$ cat src/rtl/mod_mul_ctrl.sv
// Sequential modular multiplier: oData = (iA * iB) mod iQ, MSB-first double-and-add with a start/done handshake.
// Optional MOD_MUL_CTRL_EARLY_EXIT_EN: start at the leading one of iB so leading zeros cost no cycles.

// Combinational 2*x mod q, for x < q.
module mod_mul_dbl #(
    parameter int BITWIDTH = 8
) (
    input  logic [BITWIDTH-1:0] x,
    input  logic [BITWIDTH-1:0] q,
    output logic [BITWIDTH-1:0] y
);
    logic [BITWIDTH:0] dbl;
    logic [BITWIDTH:0] dblSub;

    always_comb begin
        dbl    = {x, 1'b0};
        dblSub = dbl - {1'b0, q};
        y      = (dbl >= {1'b0, q}) ? dblSub[BITWIDTH-1:0] : dbl[BITWIDTH-1:0];
    end
endmodule

// Combinational (x + a) mod q, for x < q and a < q.
module mod_mul_add #(
    parameter int BITWIDTH = 8
) (
    input  logic [BITWIDTH-1:0] x,
    input  logic [BITWIDTH-1:0] a,
    input  logic [BITWIDTH-1:0] q,
    output logic [BITWIDTH-1:0] y
);
    logic [BITWIDTH:0] sum;
    logic [BITWIDTH:0] sumSub;

    always_comb begin
        sum    = {1'b0, x} + {1'b0, a};
        sumSub = sum - {1'b0, q};
        y      = (sum >= {1'b0, q}) ? sumSub[BITWIDTH-1:0] : sum[BITWIDTH-1:0];
    end
endmodule

// state | meaning
// IDLE  | oReady=1, waiting for iStart
// RUN   | one double-and-add step per enabled edge, idx counts down to 0
// DONE  | oValid=1, oData holds the product until iAck
module mod_mul_ctrl #(
    parameter int BITWIDTH = 8
) (
    input  logic                iClk,
    input  logic                iRst,
    input  logic                iEn,
    input  logic                iClr,
    input  logic                iStart,
    output logic                oReady,
    input  logic [BITWIDTH-1:0] iA,
    input  logic [BITWIDTH-1:0] iB,
    input  logic [BITWIDTH-1:0] iQ,
    output logic [BITWIDTH-1:0] oData,
    output logic                oValid,
    input  logic                iAck
);
    localparam int IW = (BITWIDTH > 1) ? $clog2(BITWIDTH) : 1;

    typedef enum logic [1:0] {IDLE, RUN, DONE} state_t;

    state_t              state;
    logic [BITWIDTH-1:0] regA;
    logic [BITWIDTH-1:0] regB;
    logic [BITWIDTH-1:0] regQ;
    logic [BITWIDTH-1:0] acc;
    logic [IW-1:0]       idx;

    logic [BITWIDTH-1:0] dblMod;
    logic [BITWIDTH-1:0] addMod;
    logic [BITWIDTH-1:0] stepRes;
    logic [IW-1:0]       startIdx;
    logic                bZero;

    mod_mul_dbl #(.BITWIDTH(BITWIDTH)) uDbl (
        .x(acc),
        .q(regQ),
        .y(dblMod)
    );

    mod_mul_add #(.BITWIDTH(BITWIDTH)) uAdd (
        .x(dblMod),
        .a(regA),
        .q(regQ),
        .y(addMod)
    );

    assign stepRes = regB[idx] ? addMod : dblMod;

`ifdef MOD_MUL_CTRL_EARLY_EXIT_EN
    // Leading-one detector on the live iB; only used on the accept edge.
    always_comb begin
        startIdx = '0;
        bZero    = (iB == '0);
        for (int i = 0; i < BITWIDTH; i++) begin
            if (iB[i]) startIdx = IW'(i);
        end
    end
`else
    assign startIdx = IW'(BITWIDTH - 1);
    assign bZero    = 1'b0;
`endif

    always_ff @(posedge iClk) begin
        if (iRst || iClr) begin
            state  <= IDLE;
            regA   <= '0;
            regB   <= '0;
            regQ   <= '0;
            acc    <= '0;
            idx    <= IW'(BITWIDTH - 1);
            oData  <= '0;
            oValid <= 1'b0;
            oReady <= 1'b1;
        end else if (iEn) begin
            case (state)
                IDLE: begin
                    if (iStart) begin
                        regA   <= iA;
                        regB   <= iB;
                        regQ   <= iQ;
                        acc    <= '0;
                        idx    <= startIdx;
                        oReady <= 1'b0;
                        if (bZero) begin
                            state  <= DONE;
                            oData  <= '0;
                            oValid <= 1'b1;
                        end else begin
                            state <= RUN;
                        end
                    end
                end
                RUN: begin
                    acc <= stepRes;
                    if (idx == '0) begin
                        state  <= DONE;
                        oData  <= stepRes;
                        oValid <= 1'b1;
                    end else begin
                        idx <= idx - IW'(1);
                    end
                end
                DONE: begin
                    if (iAck) begin
                        state  <= IDLE;
                        oValid <= 1'b0;
                        oReady <= 1'b1;
                    end
                end
                default: begin
                    state  <= IDLE;
                    oValid <= 1'b0;
                    oReady <= 1'b1;
                end
            endcase
        end
    end
endmodule

$ cat config.mk
export PLATFORM = sky130hd
export DESIGN_NAME = mod_mul_ctrl
export DESIGN_NICKNAME = d
export VERILOG_FILES = /design/src/rtl/mod_mul_ctrl.sv
export SDC_FILE = /design/constraint.sdc
export NUM_CORES = 1
export LEC_CHECK = 0
export CAP_MARGIN = 20
export CORE_ASPECT_RATIO = 0.5
export CORE_MARGIN = 2
export CORE_UTILIZATION = 56
export CTS_CLUSTER_SIZE = 24
export DETAILED_ROUTE_END_ITERATION = 6
export GPL_TIMING_DRIVEN = 0
export PLACE_DENSITY = 0.92
export SLEW_MARGIN = 20
export SYNTH_ARGS = -nofsm -noshare
export SYNTH_HDL_FRONTEND = slang
export SYNTH_SLANG_ARGS = --single-unit
$ cat constraint.sdc
create_clock -name iClk -period 5.3 [get_ports iClk]
set_clock_uncertainty 0.1 [all_clocks]
set_input_delay 0.795 -clock iClk [delete_from_list [all_inputs] [get_ports iClk]]
set_output_delay 0.795 -clock iClk [all_outputs]
set_load 0.01 [all_outputs]
layer_met1.png
Drawn at 6 px/um. Supply wires on this layer in grey. Cells faint in the background.
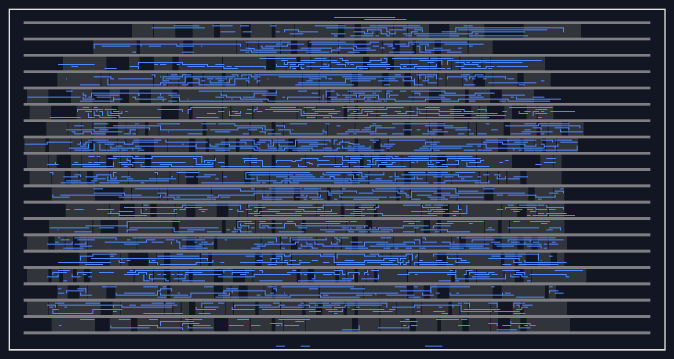
nets with wire on the layer: 459
longest straight run: 26.2 um
wire length on this layer: 3,740 um

layer_met2.png
Drawn at 6 px/um.
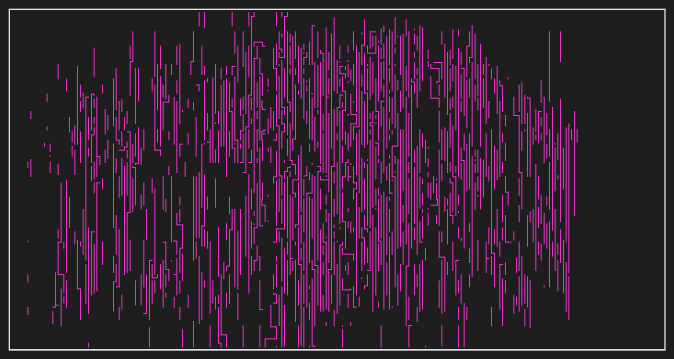
nets with wire on the layer: 438
wire length on this layer: 4,200 um
via count: 3,312
Post-Route WL: 9.55 mm
met2 usage: 47.1%

==> results_dict.tcl <==
# yosys + openroad results
set metrics [dict create \
    status "finished, violations left" \
    violations "setup timing" \
    fp.coreArea_mm2 0.00540 \
    rows 19 \
    fmaxAchievable_mhz 185 \
    place_ws_ps -280 \
    cts-root-buf "clkbuf_8" \
    grt_first_pass_wirelength_mm 14.2 \
    log.warning_count 29 \
    die_w_um 109 \
    finalWorstSetupSlack_ps -111 \
    drv_cap 0 \
    drt-wirelength-per-cell_um 18.6 \
    hpwl_mm 6.09 \
    syn_area_per_cell_um2 8.07 \
    cp-startpoint "acc[0]$_SDFFE_PP0P_" \
    yosysCellCount 383 \
    rr_worst_depth 22 \
    routed-wl-met3_mm 1.06 \
    p_leak_nw 1.52 \
    whs_ps 361 \
    dr.pass1.iters 6 \
    yosys_area_mm2 0.00309 \
    start_kind "register" \
    arrival_ps 5560 \
    grt_pass1_vias 2977 \
    setup_viol 10 \
    peakVddDrop_mv 0.131 \
    drcViolationCount 0 \
    path_class "register to register" \
    hold_viol_final 0 \
    worstHoldEndpoint "regB[0]$_SDFFE_PP0P_" \
    dr_wl_met2_mm 4.20 \
    gp_congestion 0.968 \
    min_from "regB[0]$_SDFFE_PP0P_" \
    cts_buffer_depth 2 \
    h-tree-depth 2 \
    r2r_start "acc[0]$_SDFFE_PP0P_" \
    numSynthFlops 47 \
    syn_area_mm2 0.00309 \
    dieArea_mm2 0.00616 \
]
layer_met3.png
Drawn at 6 px/um. Cells faint in the background.
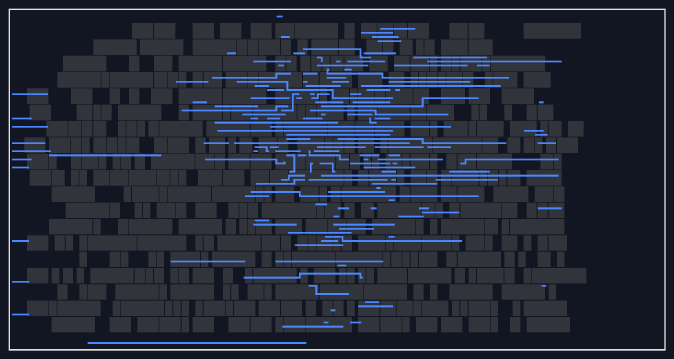
nets with wire on the layer: 97
share of all routed wire: 11%
longest straight run: 39.3 um

layer_met4.png
Drawn at 4 px/um. Supply wires on this layer in grey. Cells faint in the background.
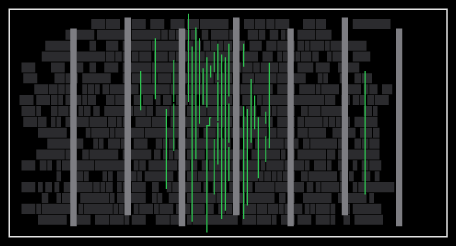
main direction: vertical
nets with wire on the layer: 31
wire length on this layer: 551 um
share of all routed wire: 5.8%

[metal layers]
layer | track usage, % | vias to the layer above
li1 | - | 1477
met1 | 39.3 | 1540
met2 | 47.1 | 222
met3 | 7.55 | 73
met4 | 11.9 | 0
met5 | 0 | -
[how the worst max path moves through the flow]
stage	to	cells after the start
after floorplan	acc[6]$_SDFFE_PP0P_	23
after global placement	acc[6]$_SDFFE_PP0P_	23
after detailed placement	oData[6]$_SDFFE_PP0P_	22
after CTS	oData[1]$_SDFFE_PP0P_	22
after global routing	acc[4]$_SDFFE_PP0P_	24
final	acc[4]$_SDFFE_PP0P_	22
[flip-flops by register name (all words and copies together) (netlist names)]
register,count
acc,8
state,2
oValid,1
oReady,1
oData,8
regB,8
idx,3
regA,8
regQ,8
[repair_timing]
item                       4_1_cts  5_1_grt
resized                         10       22
buffers inserted                 5        3
gates cloned                     0        1
pin swaps                        3       10
setup endpoints to repair       14       16
[logic make-up (layout without fill, tap and decap cells)]
group	after synthesis	after routing	share of synthesized area (%)
adder cells (fa/ha/maj)	30	30	12.9
flip-flops	47	47	30.5
AND/OR/NAND/NOR	122	122	17.7
buffers and inverters	34	90	4.50
multiplexers	11	11	4.62
AND-OR/OR-AND	125	125	25.9
XOR/XNOR	14	14	3.97
[worst max-delay path: stages, from the launching register on]
cell      delay (ps)
dfxtp_1          550
ha_4             270
ha_1             170
a2111o_1         400
a221oi_4         340
buf_6            190
nor3_2            60
a21oi_2          170
inv_1            120
ha_4             260
and2_1           170
a221oi_2         280
nand2_1          130
xor2_2           280
ha_4             260
a21oi_1          140
o21ai_1          130
o21ai_1          190
nor3b_4          380
buf_2            260
nand2_1           80
o311ai_1         200
a22o_1           230
[per-stage QoR]
stage	area [um^2]	power, mW	instances
after floorplan	3090	0.540	383
after global placement	3570	0.600	495
after detailed placement	3570	0.609	495
after CTS	3750	0.855	508
after global routing	3900	0.951	512
final	3900	0.922	512
[power breakdown]
group	leakage [nW]	switching, mW	internal, mW
Clock	0.0418	0.127	0.0949
Sequential	0.381	0.00413	0.358
Combinational	1.10	0.192	0.146
[final cells by class]
class                   instances  area [um^2]
multi-input cells             302         2180
fillers                       352         1490
flip-flops and latches         47          942
repair buffers                 48          455
well taps                      73         91.3
inverters                      21         78.8
clock buffers                   6         72.6
plain buffers                  13         63.8
clock inverters                 2         16.3
[cell usage in the layout, fill, tap and decap left out, types with 4 or more instances in the layout]
cell	n
nand2_1	73
a21oi_1	50
dfxtp_1	46
clkdlybuf4s50_1	39
ha_1	21
inv_1	19
nor2_1	15
o21ai_1	12
o21ai_0	11
clkbuf_1	11
a21oi_2	8
buf_4	8
o211ai_1	6
xnor2_1	6
nand3_1	6
ha_4	6
nor2b_1	5
or2_2	5
xor2_1	5
a32o_1	5
clkbuf_8	5
a211oi_1	4
o21a_1	4
a21o_1	4
and3_1	4
Power figures rest on the tool's default switching activity, not on a simulated workload.
